===== config.mk =====
export PLATFORM = sky130hd
export DESIGN_NAME = stopwatch_datapath
export DESIGN_NICKNAME = d
export VERILOG_FILES = /design/src/rtl/stopwatch_pkg.sv /design/src/rtl/tick_gen.sv /design/src/rtl/stopwatch_datapath.sv
export SDC_FILE = /design/constraint.sdc
export NUM_CORES = 1
export LEC_CHECK = 0
export ABC_AREA = 1
export CAP_MARGIN = 20
export CORE_MARGIN = 3
export CORE_UTILIZATION = 50
export CTS_BUF_LIST = sky130_fd_sc_hd__clkbuf_8
export DETAILED_ROUTE_END_ITERATION = 12
export HOLD_SLACK_MARGIN = 0.02
export PLACE_DENSITY = 0.73
export SETUP_SLACK_MARGIN = 0.02
export SLEW_MARGIN = 0
export SYNTH_ARGS = -nofsm -noshare
export SYNTH_HDL_FRONTEND = slang
export SYNTH_SLANG_ARGS = --single-unit

===== constraint.sdc =====
create_clock -name clk -period 4.9 [get_ports clk]
set_clock_uncertainty 0.05 [all_clocks]
set_input_delay 0.49 -clock clk [delete_from_list [all_inputs] [get_ports clk]]
set_output_delay 0.49 -clock clk [all_outputs]
set_load 0.02 [all_outputs]

===== src/rtl/stopwatch_pkg.sv =====
// Shared constants, field-select encoding and wrap helpers for the stopwatch counting core.
package stopwatch_pkg;

  localparam int MSEC_W = 7;
  localparam int SEC_W  = 6;
  localparam int MIN_W  = 6;
  localparam int HOUR_W = 5;

  localparam logic [MSEC_W-1:0] MSEC_MAX = 7'd99;
  localparam logic [SEC_W-1:0]  SEC_MAX  = 6'd59;
  localparam logic [MIN_W-1:0]  MIN_MAX  = 6'd59;
  localparam logic [HOUR_W-1:0] HOUR_MAX = 5'd23;

  localparam logic CUR_LEFT  = 1'b0;
  localparam logic CUR_RIGHT = 1'b1;

  // Encoding is {sel_display, cursor} so the select can be cast directly.
  typedef enum logic [1:0] {
    FLD_SEC  = 2'b00,
    FLD_MSEC = 2'b01,
    FLD_HOUR = 2'b10,
    FLD_MIN  = 2'b11
  } field_sel_e;

  function automatic logic [6:0] wrap_inc(input logic [6:0] v, input logic [6:0] max);
    logic [6:0] r;
    if (v >= max) begin
      r = 7'd0;
    end else begin
      r = v + 7'd1;
    end
    return r;
  endfunction

  function automatic logic [6:0] wrap_dec(input logic [6:0] v, input logic [6:0] max);
    logic [6:0] r;
    if (v == 7'd0) begin
      r = max;
    end else begin
      r = v - 7'd1;
    end
    return r;
  endfunction

endpackage


===== src/rtl/tick_gen.sv =====
// Free-running CLK_FREQ/TICK_HZ divider with enable and synchronous clear; tick is one
// cycle wide at the terminal count.
module tick_gen #(
  parameter int CLK_FREQ = 100_000_000,
  parameter int TICK_HZ  = 100
) (
  input  logic clk,
  input  logic rst_n,
  input  logic clr_i,
  input  logic en_i,
  output logic tick_o
);

  localparam int DIV = CLK_FREQ / TICK_HZ;
  localparam int CW  = (DIV > 1) ? $clog2(DIV) : 1;
  localparam logic [CW-1:0] TERM = CW'(DIV - 1);

  logic [CW-1:0] cnt_q;
  logic [CW-1:0] cnt_d;
  logic          at_term_s;

  assign at_term_s = (cnt_q == TERM);
  assign tick_o    = en_i & ~clr_i & at_term_s;

  // divider next-state: clear wins, then advance/wrap while enabled
  always_comb begin
    cnt_d = cnt_q;
    if (clr_i) begin
      cnt_d = '0;
    end else if (en_i) begin
      cnt_d = at_term_s ? '0 : cnt_q + CW'(1);
    end else begin
      cnt_d = cnt_q;
    end
  end

  // divider register
  always_ff @(posedge clk or negedge rst_n) begin
    if (!rst_n) begin
      cnt_q <= '0;
    end else begin
      cnt_q <= cnt_d;
    end
  end

endmodule


===== src/rtl/stopwatch_datapath.sv =====
// Stopwatch/timer counting core: hour:min:sec:centisecond value that counts up or down on
// a 100 Hz tick, with per-field manual editing and a down-count expiry flag.
module stopwatch_datapath
  import stopwatch_pkg::*;
#(
  parameter int CLK_FREQ = 100_000_000,
  parameter int TICK_HZ  = 100
) (
  input  logic              clk,
  input  logic              reset,
  input  logic              mode,
  input  logic              clear,
  input  logic              run_stop,
  input  logic              sw_1,
  input  logic              sel_display,
  input  logic              digit_l,
  input  logic              digit_r,
  input  logic              time_up,
  input  logic              time_down,
  output logic [MSEC_W-1:0] msec,
  output logic [SEC_W-1:0]  sec,
  output logic [MIN_W-1:0]  min,
  output logic [HOUR_W-1:0] hour,
  output logic              time_out
);

  logic [MSEC_W-1:0] msec_q, msec_d;
  logic [SEC_W-1:0]  sec_q,  sec_d;
  logic [MIN_W-1:0]  min_q,  min_d;
  logic [HOUR_W-1:0] hour_q, hour_d;
  logic              time_out_q, time_out_d;
  logic              cursor_q, cursor_d;

  logic              tick_s;
  logic              div_en_s;
  logic              edit_s;
  logic              all_zero_s;
  field_sel_e        fld_sel_s;
  logic [6:0]        fld_cur_s;
  logic [6:0]        fld_max_s;
  logic [6:0]        fld_new_s;

  assign div_en_s   = run_stop & ~sw_1 & ~time_out_q;
  assign edit_s     = sw_1 & (time_up ^ time_down);
  assign all_zero_s = ({hour_q, min_q, sec_q, msec_q} == 24'd0);
  assign fld_sel_s  = field_sel_e'({sel_display, cursor_q});

  tick_gen #(
    .CLK_FREQ (CLK_FREQ),
    .TICK_HZ  (TICK_HZ)
  ) u_tick_gen (
    .clk    (clk),
    .rst_n  (reset),
    .clr_i  (clear),
    .en_i   (div_en_s),
    .tick_o (tick_s)
  );

  // cursor: one-sided pulses move it, simultaneous pulses cancel
  always_comb begin
    cursor_d = cursor_q;
    if (digit_l && !digit_r) begin
      cursor_d = CUR_LEFT;
    end else if (digit_r && !digit_l) begin
      cursor_d = CUR_RIGHT;
    end else begin
      cursor_d = cursor_q;
    end
  end

  // widen the selected field to 7 bits so one wrap helper serves all fields
  always_comb begin
    fld_cur_s = 7'd0;
    fld_max_s = 7'd0;
    case (fld_sel_s)
      FLD_HOUR: begin
        fld_cur_s = {2'b00, hour_q};
        fld_max_s = {2'b00, HOUR_MAX};
      end
      FLD_MIN: begin
        fld_cur_s = {1'b0, min_q};
        fld_max_s = {1'b0, MIN_MAX};
      end
      FLD_SEC: begin
        fld_cur_s = {1'b0, sec_q};
        fld_max_s = {1'b0, SEC_MAX};
      end
      FLD_MSEC: begin
        fld_cur_s = msec_q;
        fld_max_s = MSEC_MAX;
      end
      default: begin
        fld_cur_s = 7'd0;
        fld_max_s = 7'd0;
      end
    endcase
    fld_new_s = time_up ? wrap_inc(fld_cur_s, fld_max_s) : wrap_dec(fld_cur_s, fld_max_s);
  end

  // time value and expiry next-state: clear > edit > tick
  always_comb begin
    msec_d     = msec_q;
    sec_d      = sec_q;
    min_d      = min_q;
    hour_d     = hour_q;
    time_out_d = time_out_q;
    if (clear) begin
      msec_d     = 7'd0;
      sec_d      = 6'd0;
      min_d      = 6'd0;
      hour_d     = 5'd0;
      time_out_d = 1'b0;
    end else if (edit_s) begin
      case (fld_sel_s)
        FLD_HOUR: hour_d = fld_new_s[4:0];
        FLD_MIN:  min_d  = fld_new_s[5:0];
        FLD_SEC:  sec_d  = fld_new_s[5:0];
        FLD_MSEC: msec_d = fld_new_s;
        default:  msec_d = msec_q;
      endcase
      if ({hour_d, min_d, sec_d, msec_d} != 24'd0) begin
        time_out_d = 1'b0;
      end else begin
        time_out_d = time_out_q;
      end
    end else if (tick_s) begin
      if (!mode) begin
        if (msec_q != MSEC_MAX) begin
          msec_d = msec_q + 7'd1;
        end else begin
          msec_d = 7'd0;
          if (sec_q != SEC_MAX) begin
            sec_d = sec_q + 6'd1;
          end else begin
            sec_d = 6'd0;
            if (min_q != MIN_MAX) begin
              min_d = min_q + 6'd1;
            end else begin
              min_d  = 6'd0;
              hour_d = (hour_q == HOUR_MAX) ? 5'd0 : hour_q + 5'd1;
            end
          end
        end
      end else if (all_zero_s) begin
        time_out_d = 1'b1;
      end else if (msec_q != 7'd0) begin
        msec_d = msec_q - 7'd1;
      end else begin
        msec_d = MSEC_MAX;
        if (sec_q != 6'd0) begin
          sec_d = sec_q - 6'd1;
        end else begin
          sec_d = SEC_MAX;
          if (min_q != 6'd0) begin
            min_d = min_q - 6'd1;
          end else begin
            // a nonzero value with zero min/sec/msec always has hour > 0
            min_d  = MIN_MAX;
            hour_d = hour_q - 5'd1;
          end
        end
      end
    end else begin
      time_out_d = time_out_q;
    end
    time_out_d = time_out_d & mode;
  end

  // state registers
  always_ff @(posedge clk or negedge reset) begin
    if (!reset) begin
      msec_q     <= 7'd0;
      sec_q      <= 6'd0;
      min_q      <= 6'd0;
      hour_q     <= 5'd0;
      time_out_q <= 1'b0;
      cursor_q   <= CUR_LEFT;
    end else begin
      msec_q     <= msec_d;
      sec_q      <= sec_d;
      min_q      <= min_d;
      hour_q     <= hour_d;
      time_out_q <= time_out_d;
      cursor_q   <= cursor_d;
    end
  end

  assign msec     = msec_q;
  assign sec      = sec_q;
  assign min      = min_q;
  assign hour     = hour_q;
  assign time_out = time_out_q;

endmodule


==> impl_metrics.tcl, run 1 <==
# yosys + openroad results
set metrics [dict create \
    firstDrtPassIters 5 \
    largest_cell_class "logic gates" \
    grt_overflow 0 \
    layoutNonFillerInstCount 911 \
    final-clk-cell-share 0.0210 \
    antenna_found_initial 0 \
    ys_cells 756 \
    end_kind "register" \
    outcome "completed" \
    use_met3 0.0323 \
    cts_max_level 2 \
    logic_area_mm2 0.00321 \
    avgSynthCellArea_um2 6.41 \
    post_cts_buffers 0 \
    timing.fmax_ghz 0.278 \
    flops 46 \
    synth_warnings 0 \
    common_cells "nand2_1, inv_1, nor2_1" \
    gp_congestion 0.965 \
    simple_gate_area_frac 0.364 \
    design_area_mm2 0.00537 \
]
## run 1: critical path: cells and delay by family
kind	cells	cell delay, ns
and+or+nand+nor	11	1.12
adders and majority gates	2	0.75
buffers and inverters	3	0.74
AOI/OAI and AO/OA	4	0.64
## run 1: where the power goes
group,switching [mW],total [mW],internal [mW],leakage (nW)
logic,0.786,1.24,0.453,1.83
clock network,0.153,0.306,0.153,0.0585
registers,0.129,0.566,0.437,0.616
total,1.07,2.11,1.04,2.51
## run 1: stage by stage
step / util / hold slack [ns]
6_report: 0.575 / 0.206
5_1_grt: 0.575 / 0.262
4_1_cts: 0.575 / 0.236
3_5_place_dp: 0.563 / 0.475
3_3_place_gp: 0.563 / 0.464
2_1_floorplan: - / 0.144
Fig. 1: run 1, clock routing
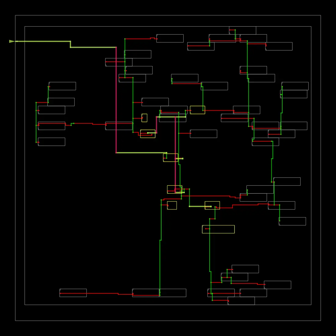
clk sink count: 46
Num CTS Buffers: 5
P_clk: 306 µW
clkbuf count: 5

Fig. 2: run 1, the metal 4 layer
(4 px per µm)
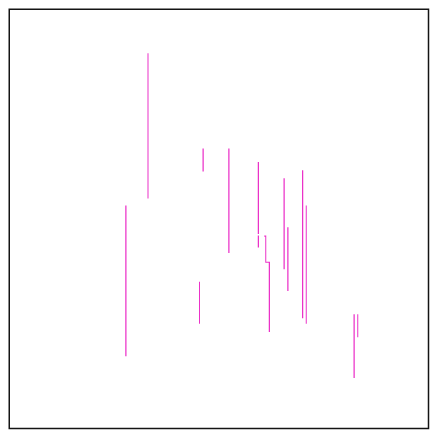
main direction: vertical
nets with wire on the layer: 12

Fig. 3: run 1, wiring by layer
(3 px per µm) Only two layers are drawn.
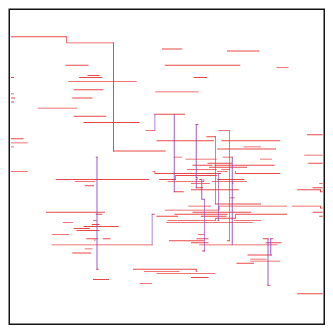
[M4] purple | wire length: 285 µm
[M3] red | wire length: 1,070 µm

Fig. 4: run 1, pin placement
(4 px per µm) Pins as bars across the die edge, other pins in gray.
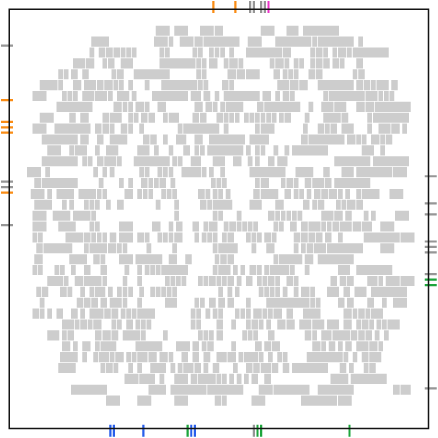

==> run 2, diff against run 1 <==
Settings changed: PLACE_DENSITY 0.73 to 0.75.
Clock period 4.9 ns to 2.9 ns, I/O delays scaled along.
Fig. 5: run 2, pin placement
(4 px per µm) Pins as bars across the die edge, other pins in gray.
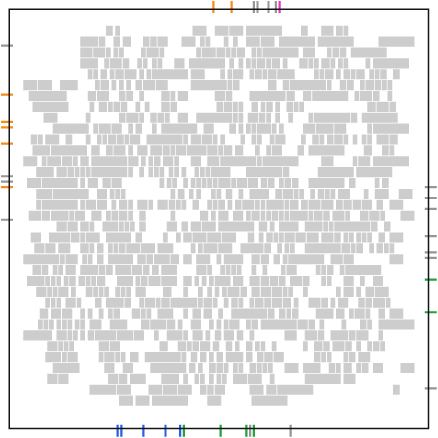
[hour] blue | pins: 5 | direction: output | edge: bottom
[time_down] magenta | pins: 1 | direction: input | edge: top
[msec] orange | pins: 7 | direction: output | edge: 5 left, 2 top
[min] green | pins: 6 | direction: output | edge: 4 bottom, 2 right
all pins by edge: 11 bottom, 9 left, 9 right, 7 top

==> impl_metrics.tcl, run 2 <==
# yosys + openroad results
set metrics [dict create \
    outcome "finished, violations left" \
    violations "negative setup slack" \
    setup_violations 1 \
    p_seq_uw 905 \
    p_clk_uw 440 \
    end_kind "register" \
    common_cells "nand2_1, inv_1, nor2_1" \
    design_area_mm2 0.00618 \
    io_pins 36 \
    internal_power_mw 2.00 \
    seqPwrFrac 0.227 \
    fin_ws_ns -0.0410 \
    clock-sinks 46 \
    critPathTopFamily "simple AND/OR/NAND/NOR gates" \
    simple_gate_area_frac 0.364 \
    comb_power_share 0.663 \
    clockPowerShare 0.110 \
    synth_warnings 0 \
    firstDrtPassIters 7 \
    layoutNonFillerInstCount 991 \
    power.group.top "combinational logic" \
    p_switching_mw 2.00 \
    use_met3 0.0397 \
    cts_max_level 2 \
    cp.depth 21 \
    ys_cells 756 \
    hold_ws_ns 0.508 \
    timing.fmax_ghz 0.340 \
    gp_congestion 1.03 \
    cp.buffers_inverters 4 \
]
Fig. 6: run 2, the metal 4 layer
(4 px per µm)
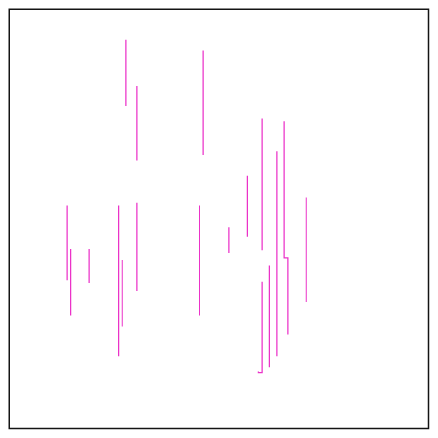
wire length on this layer: 439 µm
share of all routed wire: 2.7%

-- run 2: cell counts after synthesis --
Identical to the previous run, type by type.
-- run 2: final cells by class --
cell class                      count  area [µm²]  share of cell area
Timing Repair Buffer              120         996               0.161
Inverter                           91         347              0.0561
Sequential cell                    46        1150               0.186
Tap cell                          129         161              0.0261
Clock buffer                        5        68.8              0.0111
Clock inverter                      3        23.8             0.00385
Timing Repair inverter              1        7.51             0.00121
Multi-Input combinational cell    596        3430               0.554
-- run 2: logic make-up (layout without fill, tap and decap cells) --
family | Yosys count | count (layout)
flops | 46 | 46
simple gates | 400 | 400
buf+inv | 114 | 220
compound gates | 145 | 145
fa+ha+maj | 26 | 26
xor+xnor | 25 | 25
Fig. 7: run 2, gate-type map
(4 px per µm)
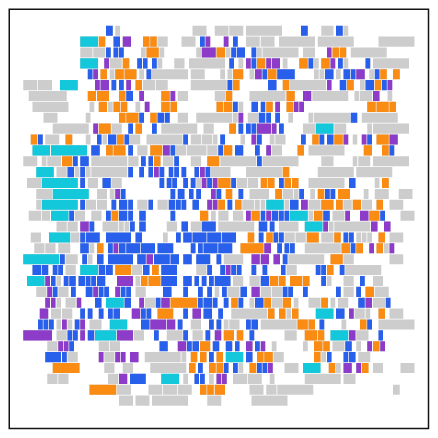

==> run 3, diff against run 2 <==
Settings changed: ABC_AREA 1 to not set, PLACE_DENSITY 0.75 to 0.72, SKIP_LAST_GASP set to 1.
Fig. 8: run 3, gate-type map
(4 px per µm)
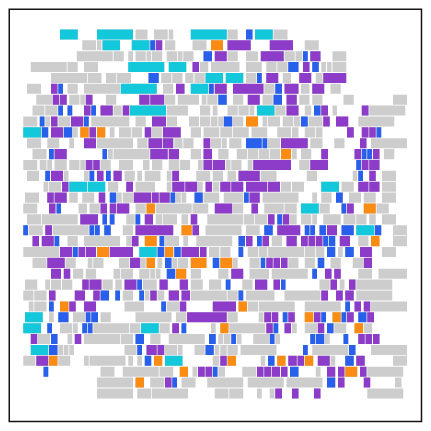
[fa/ha/maj cells] cyan | cells: 26 | most used: ha_1 | where: widely spread
[and/or cells] orange | cells: 30 | most used: and3_1
[nand cells] blue | cells: 118 | most used: nand2_1 | where: widely spread
[aoi and oai cells] purple | cells: 195 | most used: o21ai_0 | where: widely spread

==> impl_metrics.tcl, run 3 <==
# yosys + openroad results
set metrics [dict create \
    outcome "finished, violations left" \
    internal_power_mw 2.26 \
    cp.depth 14 \
    common_cells "nand2_1, o21ai_0, nor2_1" \
    setup_violations 24 \
    clock-sinks 46 \
    critPathTopFamily "AND-OR/OR-AND gates" \
    layoutNonFillerInstCount 859 \
    final_util 0.711 \
    end_kind "register" \
    io_pins 36 \
    seqPwrFrac 0.195 \
    clockPowerShare 0.107 \
    min_path_type "in2async" \
    synth_warnings 0 \
    timing.fmax_ghz 0.295 \
    cts_max_level 2 \
    firstDrtPassIters 7 \
    p_switching_mw 2.03 \
    gp_congestion 1.01 \
    design_area_mm2 0.00632 \
    use_met3 0.0650 \
    p_seq_uw 834 \
    violations "negative setup slack" \
    cp.buffers_inverters 2 \
    simple_gate_area_frac 0.250 \
    comb_power_share 0.699 \
    drt_iter0_drc 579 \
    grt_overflow 0 \
    worstRegToRegCells 14 \
    ys_cells 633 \
    largest_register "u_tick_gen.cnt_q" \
    critical_path.cell_chain "ha_4 > a222oi_1 > a21o_1 > inv_4 > ha_4 > and4_1 > a41oi_2 > and2_4 > buf_4 > o21ai_0 > nand2_1 > or4_1 > a21oi_2 > o2bb2ai_1" \
    syn_inst 633 \
    fin_ws_ns -0.493 \
]
Fig. 9: run 3, clock routing
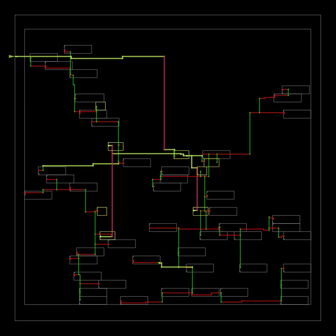
flip-flops: 46
P_clk: 457 µW
worst skew pair latency: 0.33 ns

run 3: final cells by class:
type | count | area, µm² | area share
Sequential cell | 46 | 1150 | 0.182
Tap cell | 108 | 135 | 0.0214
Inverter | 28 | 108 | 0.0170
Timing Repair Buffer | 154 | 1300 | 0.205
Clock buffer | 5 | 68.8 | 0.0109
Clock inverter | 3 | 26.3 | 0.00416
Multi-Input combinational cell | 515 | 3540 | 0.559
run 3: cell families (layout without fill, tap and decap cells):
| kind of cell | count (synthesis) | in the layout |
|---|---|---|
| simple gates | 237 | 237 |
| compound gates | 214 | 214 |
| buf+inv | 72 | 190 |
| flops | 46 | 46 |
| xor+xnor | 30 | 30 |
| fa+ha+maj | 26 | 26 |
| mux | 8 | 8 |
Power figures rest on the tool's default switching activity, not on a simulated workload.
